### config.mk
export PLATFORM = sky130hd
export DESIGN_NAME = uart_cmd_tx
export DESIGN_NICKNAME = d
export VERILOG_FILES = /design/src/rtl/uart_cmd_tx.sv
export SDC_FILE = /design/constraint.sdc
export NUM_CORES = 1
export LEC_CHECK = 0
export CORE_ASPECT_RATIO = 0.5
export CORE_MARGIN = 2
export CORE_UTILIZATION = 40
export CTS_CLUSTER_SIZE = 16
export DETAILED_ROUTE_END_ITERATION = 12
export GPL_TIMING_DRIVEN = 0
export SLEW_MARGIN = 5
export SYNTH_ARGS = -nofsm -noshare
export SYNTH_HDL_FRONTEND = slang
export SYNTH_SLANG_ARGS = --single-unit
### constraint.sdc
create_clock -name UART_CLK -period 5.1 [get_ports UART_CLK]
set_input_delay 1.275 -clock UART_CLK [delete_from_list [all_inputs] [get_ports UART_CLK]]
set_output_delay 1.275 -clock UART_CLK [all_outputs]
set_load 0.01 [all_outputs]
### src/rtl/uart_cmd_tx.sv
// ---------------------------------------------------------------------------
// uart_cmd_tx
//
// Host-side command frame transmitter. A single handshake accepts one
// high-level command. The command is expanded into the byte sequence that
// the command decoder expects, and each byte is sent as a UART frame.
//
//   type 0 (reg write)      : 0xAA, addr, data_a
//   type 1 (reg read)       : 0xBB, addr
//   type 2 (ALU w/ operands): 0xCC, data_a, data_b, func
//   type 3 (ALU no operands): 0xDD, func
//
// Frame: start 0, data LSB first, optional parity, stop 1. Frames within a
// command are back-to-back.
//
// Ports
//   UART_CLK       in   bit-timing clock, rising edge
//   Reset          in   asynchronous active-low reset
//   Cmd_valid      in   command request
//   Cmd_ready      out  high only while idle; accept on Cmd_valid & Cmd_ready
//   Cmd_type       in   [1:0] command type (see above)
//   Cmd_addr       in   [width-1:0] register address
//   Cmd_data_a     in   [width-1:0] write data / operand A
//   Cmd_data_b     in   [width-1:0] operand B
//   Cmd_func       in   [width-1:0] ALU function
//   Prescale       in   [5:0] clock cycles per bit, 0 behaves as 1
//   Parity_enable  in   insert parity bit (parity build only)
//   Parity_type    in   0 = even, 1 = odd (parity build only)
//   Tx_out         out  registered serial line, idle high
//   Busy           out  high while a command is on the line
//
// Configuration macro: UART_CMD_TX_PARITY_EN
//   defined   -> parity bit inserted when Parity_enable = 1 (11-bit frames)
//   undefined -> no parity logic, no PARITY state, 10-bit frames always
// ---------------------------------------------------------------------------
`timescale 1ns/1ps

module uart_cmd_tx #(
  parameter int width = 8
) (
  input  logic             UART_CLK,
  input  logic             Reset,
  input  logic             Cmd_valid,
  output logic             Cmd_ready,
  input  logic [1:0]       Cmd_type,
  input  logic [width-1:0] Cmd_addr,
  input  logic [width-1:0] Cmd_data_a,
  input  logic [width-1:0] Cmd_data_b,
  input  logic [width-1:0] Cmd_func,
  input  logic [5:0]       Prescale,
  input  logic             Parity_enable,
  input  logic             Parity_type,
  output logic             Tx_out,
  output logic             Busy
);

  localparam int BIT_W = (width > 1) ? $clog2(width) : 1;

  localparam logic [width-1:0] HDR_WRITE   = width'(8'hAA);
  localparam logic [width-1:0] HDR_READ    = width'(8'hBB);
  localparam logic [width-1:0] HDR_ALU_OP  = width'(8'hCC);
  localparam logic [width-1:0] HDR_ALU_NOP = width'(8'hDD);

`ifdef UART_CMD_TX_PARITY_EN
  typedef enum logic [2:0] {
    S_IDLE,
    S_START,
    S_DATA,
    S_PARITY,
    S_STOP
  } state_t;
`else
  typedef enum logic [2:0] {
    S_IDLE,
    S_START,
    S_DATA,
    S_STOP
  } state_t;
`endif

  // State and counters
  state_t           r_state;
  logic [5:0]       r_tick;
  logic [BIT_W-1:0] r_bitIdx;
  logic [1:0]       r_byteIdx;
  logic [1:0]       r_lastByte;

  // Command latches, captured at acceptance
  logic [1:0]       r_type;
  logic [width-1:0] r_addr;
  logic [width-1:0] r_dataA;
  logic [width-1:0] r_dataB;
  logic [width-1:0] r_func;
  logic [5:0]       r_prescaleM1;
`ifdef UART_CMD_TX_PARITY_EN
  logic             r_parEn;
  logic             r_parOdd;
`endif

  // Registered outputs
  logic             r_tx;
  logic             r_busy;

  // Combinational next-state values
  state_t           w_stateNext;
  logic [5:0]       w_tickNext;
  logic [BIT_W-1:0] w_bitNext;
  logic [1:0]       w_byteNext;
  logic             w_txNext;
  logic             w_accept;
  logic             w_tickLast;
  logic [width-1:0] w_curByte;
  logic [1:0]       w_lastByteNew;
  logic [5:0]       w_prescaleM1New;
`ifdef UART_CMD_TX_PARITY_EN
  logic             w_parBit;
`else
  logic             w_unusedParity;
  assign w_unusedParity = Parity_enable ^ Parity_type;
`endif

  assign Cmd_ready  = (r_state == S_IDLE);
  assign w_accept   = Cmd_valid & Cmd_ready;
  assign w_tickLast = (r_tick == r_prescaleM1);
  assign Tx_out     = r_tx;
  assign Busy       = r_busy;

  // The counter compares against P-1, so a prescale of 0 is folded into 1
  // here rather than special-cased in the bit timing.
  assign w_prescaleM1New = (Prescale == 6'd0) ? 6'd0 : (Prescale - 6'd1);

  // Index of the final byte of each command type.
  always_comb begin
    w_lastByteNew = 2'd1;
    case (Cmd_type)
      2'd0:    w_lastByteNew = 2'd2;
      2'd1:    w_lastByteNew = 2'd1;
      2'd2:    w_lastByteNew = 2'd3;
      default: w_lastByteNew = 2'd1;
    endcase
  end

  // Byte currently on the line, selected from the latched command by the
  // byte index. The header byte is always index 0.
  always_comb begin
    w_curByte = '0;
    case (r_type)
      2'd0: begin
        case (r_byteIdx)
          2'd0:    w_curByte = HDR_WRITE;
          2'd1:    w_curByte = r_addr;
          default: w_curByte = r_dataA;
        endcase
      end
      2'd1: begin
        w_curByte = (r_byteIdx == 2'd0) ? HDR_READ : r_addr;
      end
      2'd2: begin
        case (r_byteIdx)
          2'd0:    w_curByte = HDR_ALU_OP;
          2'd1:    w_curByte = r_dataA;
          2'd2:    w_curByte = r_dataB;
          default: w_curByte = r_func;
        endcase
      end
      default: begin
        w_curByte = (r_byteIdx == 2'd0) ? HDR_ALU_NOP : r_func;
      end
    endcase
  end

`ifdef UART_CMD_TX_PARITY_EN
  // Even parity is the XOR of the data bits; odd parity inverts it.
  assign w_parBit = (^w_curByte) ^ r_parOdd;
`endif

  // Next-state logic. Every non-idle state lasts one bit time; transitions
  // only happen on the last tick of that bit time. STOP chains directly into
  // START of the next byte so frames inside a command have no idle gap.
  always_comb begin
    w_stateNext = r_state;
    w_tickNext  = r_tick;
    w_bitNext   = r_bitIdx;
    w_byteNext  = r_byteIdx;
    case (r_state)
      S_IDLE: begin
        if (w_accept) begin
          w_stateNext = S_START;
          w_tickNext  = 6'd0;
          w_bitNext   = '0;
          w_byteNext  = 2'd0;
        end
      end
      default: begin
        if (!w_tickLast) begin
          w_tickNext = r_tick + 6'd1;
        end else begin
          w_tickNext = 6'd0;
          case (r_state)
            S_START: begin
              w_stateNext = S_DATA;
              w_bitNext   = '0;
            end
            S_DATA: begin
              if (r_bitIdx == BIT_W'(width - 1)) begin
`ifdef UART_CMD_TX_PARITY_EN
                w_stateNext = r_parEn ? S_PARITY : S_STOP;
`else
                w_stateNext = S_STOP;
`endif
              end else begin
                w_bitNext = r_bitIdx + 1'b1;
              end
            end
`ifdef UART_CMD_TX_PARITY_EN
            S_PARITY: begin
              w_stateNext = S_STOP;
            end
`endif
            S_STOP: begin
              if (r_byteIdx == r_lastByte) begin
                w_stateNext = S_IDLE;
              end else begin
                w_stateNext = S_START;
                w_byteNext  = r_byteIdx + 2'd1;
              end
            end
            default: begin
              w_stateNext = S_IDLE;
            end
          endcase
        end
      end
    endcase
  end

  // Line value for the state being entered. Registering this value keeps
  // Tx_out glitch-free and aligned with the state register, so the start bit
  // appears on the edge that latches the command.
  always_comb begin
    w_txNext = 1'b1;
    case (w_stateNext)
      S_IDLE:   w_txNext = 1'b1;
      S_START:  w_txNext = 1'b0;
      S_DATA:   w_txNext = w_curByte[w_bitNext];
`ifdef UART_CMD_TX_PARITY_EN
      S_PARITY: w_txNext = w_parBit;
`endif
      S_STOP:   w_txNext = 1'b1;
      default:  w_txNext = 1'b1;
    endcase
  end

  // State, counters and output registers. Reset abandons any frame in
  // flight and returns the line to idle high immediately.
  always_ff @(posedge UART_CLK or negedge Reset) begin
    if (!Reset) begin
      r_state   <= S_IDLE;
      r_tick    <= 6'd0;
      r_bitIdx  <= '0;
      r_byteIdx <= 2'd0;
      r_tx      <= 1'b1;
      r_busy    <= 1'b0;
    end else begin
      r_state   <= w_stateNext;
      r_tick    <= w_tickNext;
      r_bitIdx  <= w_bitNext;
      r_byteIdx <= w_byteNext;
      r_tx      <= w_txNext;
      r_busy    <= (w_stateNext != S_IDLE);
    end
  end

  // Command latches. Inputs are only sampled on the accepting edge, so the
  // host may change them freely while a command is being transmitted.
  always_ff @(posedge UART_CLK or negedge Reset) begin
    if (!Reset) begin
      r_type       <= 2'd0;
      r_addr       <= '0;
      r_dataA      <= '0;
      r_dataB      <= '0;
      r_func       <= '0;
      r_prescaleM1 <= 6'd0;
      r_lastByte   <= 2'd0;
`ifdef UART_CMD_TX_PARITY_EN
      r_parEn      <= 1'b0;
      r_parOdd     <= 1'b0;
`endif
    end else if (w_accept) begin
      r_type       <= Cmd_type;
      r_addr       <= Cmd_addr;
      r_dataA      <= Cmd_data_a;
      r_dataB      <= Cmd_data_b;
      r_func       <= Cmd_func;
      r_prescaleM1 <= w_prescaleM1New;
      r_lastByte   <= w_lastByteNew;
`ifdef UART_CMD_TX_PARITY_EN
      r_parEn      <= Parity_enable;
      r_parOdd     <= Parity_type;
`endif
    end
  end

endmodule
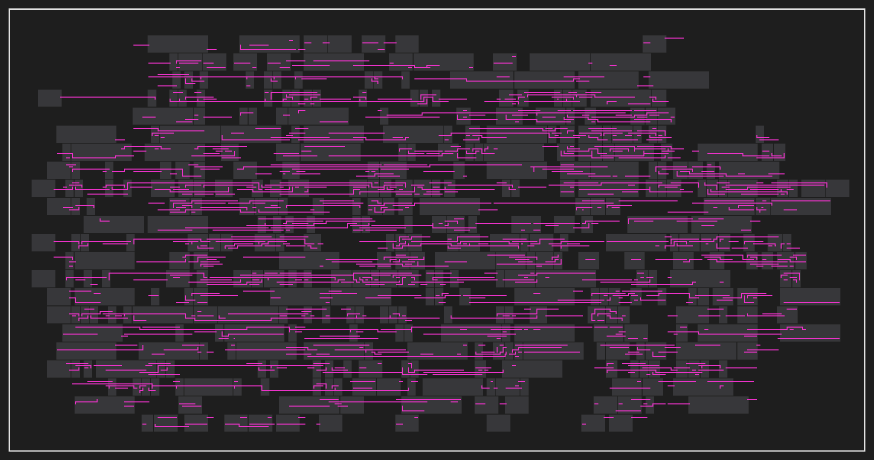
**Above:** run 1 (metal 1).
longest straight run = 38.2 um
main direction = horizontal
met1 GRT Util: 0.248
routed wire length: 7450 um
total vias in the final route: 2720

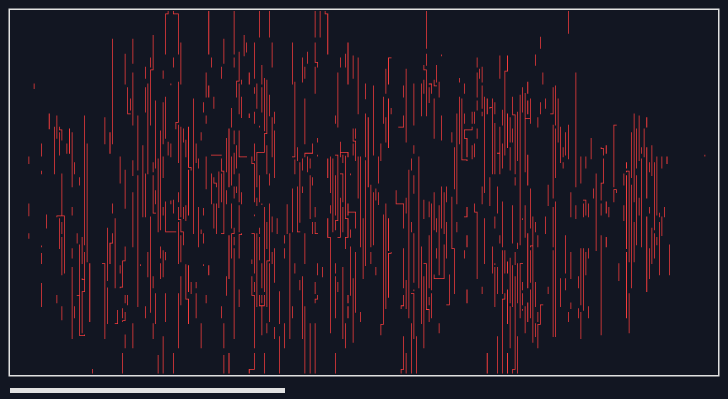
**Above:** run 1 (the metal 2 layer).
The bar under the picture is 50 um long.
nets with wire on the layer = 382
share of all routed wire = 46%
main direction = vertical
wire length on this layer = 3450 um
longest straight run = 27.2 um
met2 demand-to-capacity share in global routing: 0.320

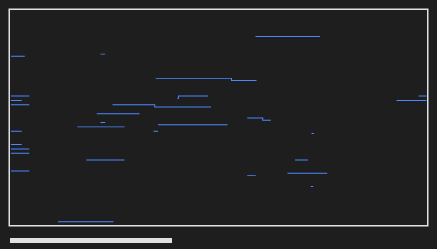
**Above:** run 1 (met3 routing).
The bar under the picture is 50 um long.
wire length on this layer = 248 um
nets with wire on the layer = 21
longest straight run = 23.2 um

==> reports/notes.md, run 1 <==
The flow ran to the end, and the final reports show no timing, DRC or antenna violations. The switching portion of total power was 0.377. The total overflow left after global routing is 0. The worst-case IR drop observed on VDD is 0.190 mV. The worst setup path is captured at a primary output. The remaining design rule violation count is 0, and the total number of nets in the final design is 472.

The run gives 0.395 as the relative slew slack. The tools report the worst setup path endpoint as Cmd_ready. The net count of the mapped netlist was 415. For the HPWL reported at the end of detailed placement, the log shows 5510 um. In this run, synthesis produced a sequential element count of 58. The vertical die dimension reported for this design is 66.3 um. The routed design uses 247 um of met3 wire. In this run, post-CTS hold repair placed 0 buffers. Clock-pin slew was measured on the worst setup and hold paths at 0.05 ns. At the worst endpoint, the required time is 3.83 ns.

The run reported a max-capacitance violation count of 0. For the total area of sequential cells, the log shows 1450 um2. The tools report the met3 layer usage reported by global route as 0.0550. Traced cell by cell, the critical path runs through nor3_1 -> clkdlybuf4s50_1. Part of the power in registers: 0.388. The run gives 12700 um for the wire length of the first global-routing pass.

The most instantiated logic cell after routing is sky130_fd_sc_hd__nand2_1. Looking at the cell usage after synthesis, the top flip-flop cell is sky130_fd_sc_hd__dfrtp_1. Data on the critical path arrives at its endpoint at 1.84 ns. Before antenna repair, the detailed router went through 4 iterations. The total setup buffers inserted after CTS was 0. According to the floorplan report, the placeable core area is 7430 um2. By count the netlist is led by sky130_fd_sc_hd__nand2_1, sky130_fd_sc_hd__dfrtp_1, sky130_fd_sc_hd__o21ai_0. The internal cell power came out at 1.36 mW. The run gives 48 as the I/O pin total. The worst hold-check path type was register to register. For flop-to-flop paths, the worst setup slack is 2.63 ns. The clock share of power is 0.244. Per the detail_route log, the uppermost layer with routed signals is met4. Max fanout on the critical path was recorded as 8. Power spread over the standard cell area amounts to 553 nW/um2. The critical path's top delay family was buffers and inverters. The top cell types in the final layout, fill and taps aside, are sky130_fd_sc_hd__nand2_1, sky130_fd_sc_hd__dfrtp_1, sky130_fd_sc_hd__clkdlybuf4s50_1. The endpoint of the lowest-slack register-to-register path was Tx_out$_DFF_PN1_. Looking at the hold checks, the worst path lands on r_addr[7]$_DFFE_PN0P_. The end-of-flow timing check tallies setup violations at 0. The run gives 3.12 ns for the clock period minus worst slack.

The total standard cell area after synthesis is 3110 um2. Per the detail_route log, met2 wirelength is 3450 um. The tools report the antenna diode count as 0. The tools report the hold path startpoint as r_addr[7]$_DFFE_PN0P_. Layout overhead on the synthesized area: 27.4%.

The worst setup path is launched from a register. OpenROAD emitted warnings numbering 32. Per the detailed placement report, the placed cell area equals 3690 um2.

The area of all placed cells without fillers is 3960 um2. The number of clock buffers added by TritonCTS is 9. The combinational gate power came out at 805 uW. Of all cell types, the one taking the most synthesized area is sky130_fd_sc_hd__dfrtp_1.

The run gives 0.194 for the global-route usage over all layers. TritonCTS built the clock tree. The total buffers and inverters traversed by the critical path was 1.

The cell depth of the worst flop-to-flop path came out at 7. The run gives 0 as the number of warnings issued by yosys. After its last routability iteration, the placer logged a weighted congestion of 0.871.
## run 1: area by class of cell
type,instances,area share
clock buffers,13,0.0632
plain buffers,17,0.0161
well taps,96,0.0304
flip-flops and latches,58,0.367
clock inverters,3,0.00379
repair buffers,46,0.118
multi-input cells,278,0.393
inverters,9,0.00854
## run 1: cells by family after synthesis
family | share of synthesized area
multiplexers | 0.0262
XOR/XNOR | 0.0338
AND/OR/NAND/NOR | 0.255
flip-flops | 0.468
buffers and inverters | 0.0314
adder cells (fa/ha/maj) | 0.0322
AND-OR/OR-AND | 0.153
## run 1: tightest hold or removal path: stages, from the launching register on
cell and delay, ns:
sky130_fd_sc_hd__dfrtp_1 0.34, sky130_fd_sc_hd__nand2_1 0.05, sky130_fd_sc_hd__nand2_1 0.05
## Run 2: what changed since run 1
==> constraint.sdc (replaced) <==
create_clock -name UART_CLK -period 2.7 [get_ports UART_CLK]
set_input_delay 0.675 -clock UART_CLK [delete_from_list [all_inputs] [get_ports UART_CLK]]
set_output_delay 0.675 -clock UART_CLK [all_outputs]
set_load 0.01 [all_outputs]
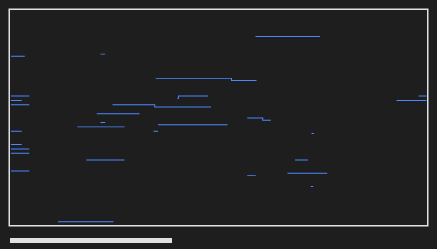
**Above:** run 2 (met3 routing).
The bar under the picture is 50 um long.
global routing usage on met3: 0.0550

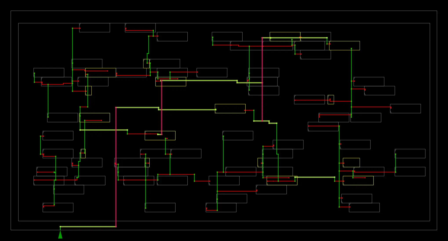
**Above:** run 2 (clock routing).
TritonCTS buffer count: 9
count of clock buffers in the final design: 13

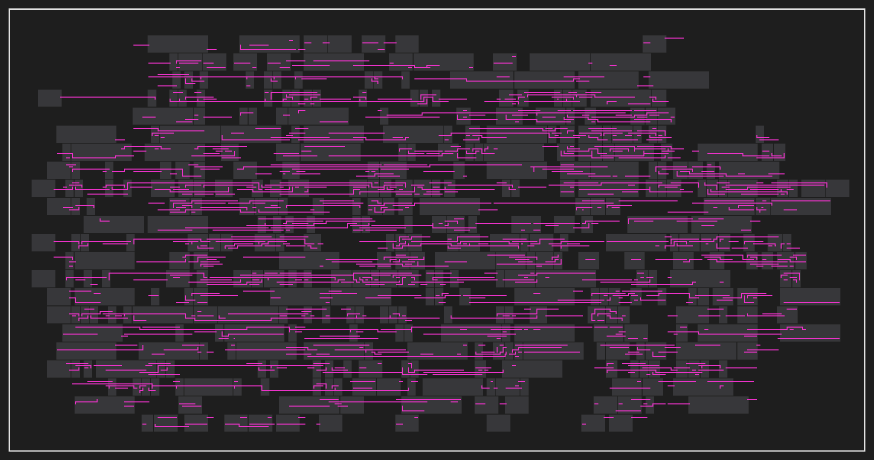
**Above:** run 2 (metal 1).
longest straight run = 38.2 um
share of all routed wire = 49%
nets with wire on the layer = 424
wire length on this layer = 3630 um
main direction = horizontal

==> run 2 against run 1 <==
Compared with the run above:
- die size unchanged
- area after synthesis did not move
- sequential share of layout area unchanged
- design area unchanged
- first-iteration DRC count stayed put
- total power is 89% higher
- final cell count unchanged
- critical path type unchanged
- critical endpoint unchanged
- largest cell class unchanged
==> reports/notes.md, run 2 <==
The power per unit of standard cell area is 1040 nW/um2 (was 553 nW/um2), and the detailed-routed wire length on met3 is 247 um (unchanged). The worst hold-check path type was primary input to asynchronous set/reset pin (was register to register). The library cell used as clock root buffer is sky130_fd_sc_hd__clkbuf_16 (unchanged).

The clock slew at the register clock pins of the worst setup and hold paths is 0.05 ns (about the same). The logs give 0.248 (unchanged) for the global routing usage on met1 and 0 (unchanged) for the setup violation total in the final timing report. The register-to-register setup slack came out at 0.23 ns (was 2.63 ns). The logs give 0.359 mV (was 0.190 mV) for the worst vdd rail ir drop and 3110 um2 (unchanged) for the total standard cell area after synthesis. The run gives 0.320 (unchanged) for the met2 routing resource usage after global routing.

The run gives 472 (unchanged) for the total number of nets in the final design. The wire length of the first global-routing pass is 12700 um (unchanged). For the net count of the mapped netlist, the log shows 415 (unchanged). The cell depth of the worst flop-to-flop path is 7 (unchanged). The number of storage elements in the synthesis netlist was 58 (unchanged). For the I/O pin total, the log shows 48 (unchanged). The cell type with the highest aggregate area in the netlist was sky130_fd_sc_hd__dfrtp_1 (unchanged).

TritonCTS built the clock tree. The iteration tally of the first detailed-router pass is 4 (unchanged). The tools report the global-route usage over all layers as 0.194 (unchanged). The run gives 0 (unchanged) for the number of max-capacitance violations reported. The routed wire length is 7450 um (unchanged).

Total buffers and inverters traversed by the critical path: 1 (unchanged). The tools report the met2 wirelength from detailed routing as 3450 um (unchanged). Dominant kind of combinational cell: simple AND/OR/NAND/NOR gates (unchanged). Final setup TNS: 0 ns (unchanged).

The critical path's top delay family is buffers and inverters (unchanged). With the switching portion of total power at 0.377 (about the same), the floorplan core area is 7430 um2 (unchanged). The run gives 1.84 ns (about the same) for the arrival time of data at the critical path endpoint. The launch instance of the worst register-to-register path was r_tick[2]$_DFFE_PN0P_ (unchanged). Commonest cells after routing, fill and taps aside: sky130_fd_sc_hd__nand2_1, sky130_fd_sc_hd__dfrtp_1, sky130_fd_sc_hd__clkdlybuf4s50_1 (unchanged). The tools report the relative slew slack as 0.395 (unchanged). For the clock group total power, the log shows 1.01 mW (was 533 uW).

The busiest metal layer after global routing was met2 (unchanged). The run gives 27.4% (unchanged) for the layout overhead on the synthesized area. Clock period minus worst slack: 2.52 ns. With the maximum fanout encountered on the critical timing path at 8 (unchanged), the remaining global-route overflow is 0 (unchanged). The mux cell area share after synthesis came out at 0.0262 (unchanged). The commonest register cell after synthesis is sky130_fd_sc_hd__dfrtp_1 (unchanged).

The warning total across the stage logs was 32 (unchanged); the synthesized-area fraction occupied by ao, oa, aoi and oai cells was 0.153 (unchanged). The xor and xnor fraction of the mapped netlist area was 0.0338 (unchanged); the die height was 66.3 um (unchanged). The tools report the combinational gate power as 1.52 mW (was 805 uW). The share of async-settable or async-resettable flops after synthesis works out to 1.00 (unchanged). The tools report the kind of start point of the critical path as a register (unchanged). The adder-cell area share of the yosys netlist works out to 0.0322 (unchanged). Antenna diode count: 0 (unchanged).

Most frequent cells after synthesis: sky130_fd_sc_hd__nand2_1, sky130_fd_sc_hd__dfrtp_1, sky130_fd_sc_hd__o21ai_0 (unchanged). Highest routing layer actually used: met4 (unchanged). The most instantiated logic cell after routing was sky130_fd_sc_hd__nand2_1 (unchanged).

Type of element capturing the critical path: a primary output (unchanged). CP cell instances: nor3_1 -> clkdlybuf4s50_1 (unchanged). The tools report the clock share of power as 0.244 (about the same). The tools report the endpoint of the lowest-slack register-to-register path as Tx_out$_DFF_PN1_ (unchanged). The chip area in the Yosys report came out at 3110 um2 (unchanged). The logs give 0 (unchanged) for the number of warnings issued by yosys and 0 (unchanged) for the remaining design rule violation count.

The tools report the placer's final routability congestion estimate as 0.871 (unchanged). The HPWL reported at the end of detailed placement was 5510 um (unchanged); the total setup buffers inserted after CTS was 0 (unchanged). The tools report the part of the power in registers as 0.388 (about the same).

Worst setup path endpoint: Cmd_ready (unchanged). Most frequent cell after synthesis: sky130_fd_sc_hd__nand2_1 (unchanged). Required arrival time at the worst endpoint: 2.03 ns (was 3.83 ns). Internal cell power: 2.57 mW (was 1.36 mW). With the basic-gate share of the synthesized area counting and, or, nand and nor cells at 0.255 (unchanged), the count of hold buffers inserted by post-cts repair is 0 (unchanged). The run gives 2720 (unchanged) as the via count. The flow ran to the end, and the final reports show no timing, DRC or antenna violations.
run 2: cell counts after synthesis:
Identical to the previous run, type by type.
run 2: area by class of cell:
class	instances	area, um2	area share
clock buffer	13	250	0.0632
inverter	9	33.8	0.00854
sequential	58	1450	0.367
clock inverter	3	15.0	0.00379
buffer	17	63.8	0.0161
timing repair buffer	46	465	0.118
tap	96	120	0.0304
multi-input combinational	278	1560	0.393
run 2: stage by stage:
step,hold WS [ns],area [um2],setup slack (ns)
floorplan,0.379,3110,0.529
global placement,0.468,3680,-0.856
detailed placement,0.466,3690,0.00222
CTS,0.322,3960,0.212
global route,0.352,3960,0.0378
finish,0.312,3960,0.182
## Run 3: what changed since run 2
--- a/config.mk
+++ b/config.mk
@@ -6,7 +6,6 @@
 export NUM_CORES = 1
 export LEC_CHECK = 0
 export CORE_ASPECT_RATIO = 0.5
-export CORE_MARGIN = 2
 export CORE_UTILIZATION = 40
 export CTS_CLUSTER_SIZE = 16
 export DETAILED_ROUTE_END_ITERATION = 12
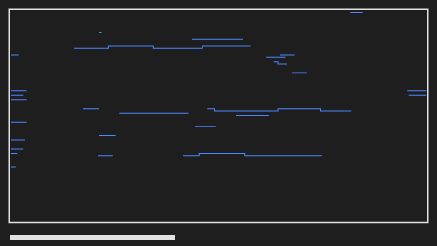
**Above:** run 3 (met3 routing).
The bar under the picture is 50 um long.
longest straight run = 23.2 um
main direction = horizontal
routed wire length: 7390 um
global routing usage on met3: 0.0595
total vias in the final route: 2668

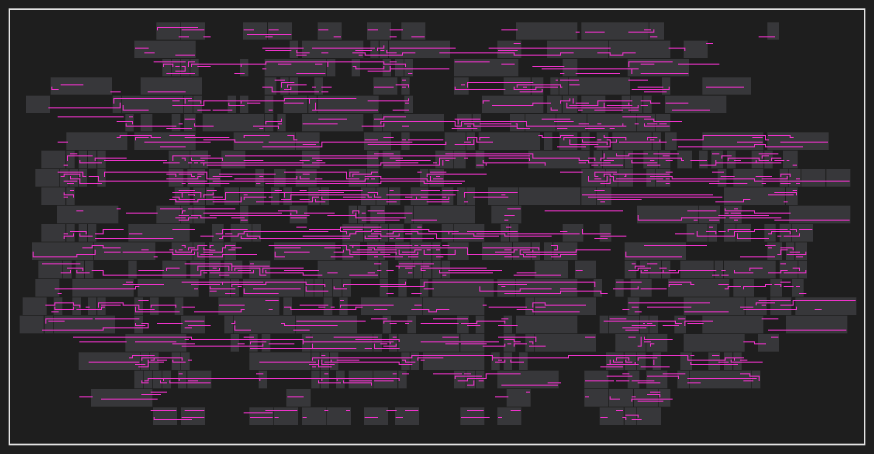
**Above:** run 3 (metal 1).
longest straight run = 45.1 um
nets with wire on the layer = 433
main direction = horizontal

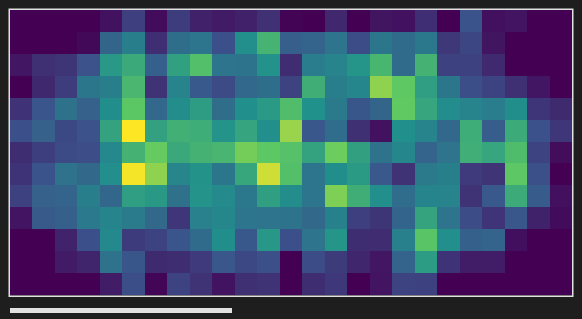
**Above:** run 3 (routed metal per tile).
The bar under the picture is 50 um long. 25 x 13 tiles, from dark purple (low) to yellow (high), scaled to the fullest tile. Values are wire area over tile area, all layers added.
densest ninth of the die = centre
fullest tile = 0.46
mean over tiles = 0.14
nearly empty tiles = 14%
average wire per cell in the routed design: 14.2 um
GR Util All Layers: 0.210

==> run 3 against run 2 <==
Compared with the run above:
- sequential power hardly changed
- combinational power hardly changed
- clock skew is 0.0023 ns lower
- synthesized cell count stayed put
- worst setup slack hardly changed
==> reports/notes.md, run 3 <==
The run finished with clean final reports. CP cell instances: xor2_1 -> nor4_4 -> a41oi_2 -> a211oi_4 -> mux2_2 -> a2bb2oi_1 -> a31oi_1 (was nor3_1 -> clkdlybuf4s50_1). The adder-cell area share of the yosys netlist is 0.0322 (unchanged), and the remaining design rule violation count is 0 (unchanged). The final instance count without filler cells came out at 521 (was 520). Worst hold-check path type: primary input to asynchronous set/reset pin (unchanged).

The commonest register cell after synthesis is sky130_fd_sc_hd__dfrtp_1 (unchanged). Detailed-routed wire length on met3: 270 um (was 247 um). Maximum fanout encountered on the critical timing path: 6 (was 8). Synthesized-area fraction occupied by ao, oa, aoi and oai cells: 0.153 (unchanged).

The type of element capturing the critical path is a register (was a primary output). The combinational gate power was 1.52 mW (about the same). The clock network area share came out at 0.0689 (was 0.0670).

The instance area after placement was 3720 um2 (was 3690 um2). Internal cell power: 2.60 mW (was 2.57 mW). The highest routing layer actually used was met4 (unchanged). Cell type with the highest aggregate area in the netlist: sky130_fd_sc_hd__dfrtp_1 (unchanged). For the TritonCTS buffer count, the log shows 9 (unchanged). The most instantiated logic cell after routing was sky130_fd_sc_hd__nand2_1 (unchanged). The critical path's top delay family was AND-OR/OR-AND gates (was buffers and inverters). The logs give 13100 um (was 12700 um) for the wire length of the first global-routing pass and 0.263 (was 0.248) for the global routing usage on met1. The run gives 32 (unchanged) for the warning total across the stage logs. The clock period minus worst slack was 2.52 ns (about the same). The multi-input gate share of total cell area is 0.390 (was 0.393).

The busiest metal layer after global routing is met2 (unchanged). The clock share of power was 0.250 (was 0.244). Total area of sequential cells: 1450 um2 (unchanged). Share of async-settable or async-resettable flops after synthesis: 1.00 (unchanged). The launch instance of the worst register-to-register path was r_tick[2]$_DFFE_PN0P_ (unchanged).

With the net count of the mapped netlist at 415 (unchanged), the clock slew at the register clock pins of the worst setup and hold paths is 0.05 ns (about the same). The non-clock buffer total of the final layout was 64 (was 63). The arrival time of data at the critical path endpoint is 2.77 ns (was 1.84 ns). Most frequent cell after synthesis: sky130_fd_sc_hd__nand2_1 (unchanged). The number of max-capacitance violations reported was 0 (unchanged); the well-tap cell count was 96 (unchanged). The fraction of area in non-clock buffers was 0.139 (was 0.134); the antenna diode count was 0 (unchanged). The number of warnings issued by yosys was 0 (unchanged).

The register-to-register setup slack was 0.18 ns (was 0.23 ns). The die height works out to 64.3 um (was 66.3 um). The sequential share of cell area was 0.364 (was 0.367).

The clock net sink count is 58 (unchanged), and the basic-gate share of the synthesized area counting and, or, nand and nor cells is 0.255 (unchanged). Dominant kind of combinational cell: simple AND/OR/NAND/NOR gates (unchanged). Number of storage elements in the synthesis netlist: 58 (unchanged).

The switching portion of total power came out at 0.374 (was 0.377). The total buffers and inverters traversed by the critical path is 0 (was 1). The run gives 1040 nW/um2 (about the same) for the power per unit of standard cell area. The library cell used as clock root buffer was sky130_fd_sc_hd__clkbuf_16 (unchanged). The run gives 278 (unchanged) as the number of multi-input logic gates. The tools report the I/O pin total as 48 (unchanged). The run gives 0.238 ns (was 0.312 ns) for the final-layout worst hold slack. Kind of start point of the critical path: a register (unchanged).

The cell depth of the worst flop-to-flop path is 7 (unchanged), and the worst-case setup slack after placement is -0.000778 ns (was 0.00222 ns). The count of flip-flops and latches came out at 58 (unchanged). Most frequent cells after synthesis: sky130_fd_sc_hd__nand2_1, sky130_fd_sc_hd__dfrtp_1, sky130_fd_sc_hd__o21ai_0 (unchanged).

The logs give 0.826 (was 0.871) for the placer's final routability congestion estimate and 0.378 (was 0.395) for the relative slew slack. The run gives 0.0338 (unchanged) for the xor and xnor fraction of the mapped netlist area. The iteration tally of the first detailed-router pass is 4 (unchanged).

The dominant kind of cell is multi-input combinational cells (unchanged). The tools report the count of hold buffers inserted by post-cts repair as 0 (unchanged). The clock buffer count in the final layout came out at 13 (unchanged). The logs give 0.182 ns (about the same) for the final worst-path setup slack and 0 (unchanged) for the total setup buffers inserted after CTS. The run gives 0.384 (was 0.388) as the part of the power in registers. The worst vdd rail ir drop is 0.428 mV (was 0.359 mV), and the met2 wirelength from detailed routing is 3430 um (was 3450 um).

The logs give 0 ns (unchanged) for the final setup TNS and 473 (was 472) for the total number of nets in the final design. For the setup violation total in the final timing report, the log shows 0 (unchanged). The chip area in the Yosys report was 3110 um2 (unchanged); the clock group total power was 1.04 mW (was 1.01 mW).
-- run 3: cell counts after synthesis --
No cell type changed its count.
-- run 3: how the worst max path moves through the flow --
| stage | end | startpoint | depth (start not counted) |
|---|---|---|---|
| finish | Tx_out$_DFF_PN1_ | r_tick[2]$_DFFE_PN0P_ | 7 |
| CTS | Tx_out$_DFF_PN1_ | r_tick[2]$_DFFE_PN0P_ | 7 |
| detailed placement | Tx_out$_DFF_PN1_ | Cmd_valid | 7 |
| global placement | r_dataA[1]$_DFFE_PN0P_ | Reset | 1 |
| floorplan | Tx_out$_DFF_PN1_ | r_tick[2]$_DFFE_PN0P_ | 7 |
| global route | Cmd_ready | r_state[2]$_DFF_PN0_ | 2 |
No activity file was given, so power comes from the tool's default toggle rates.
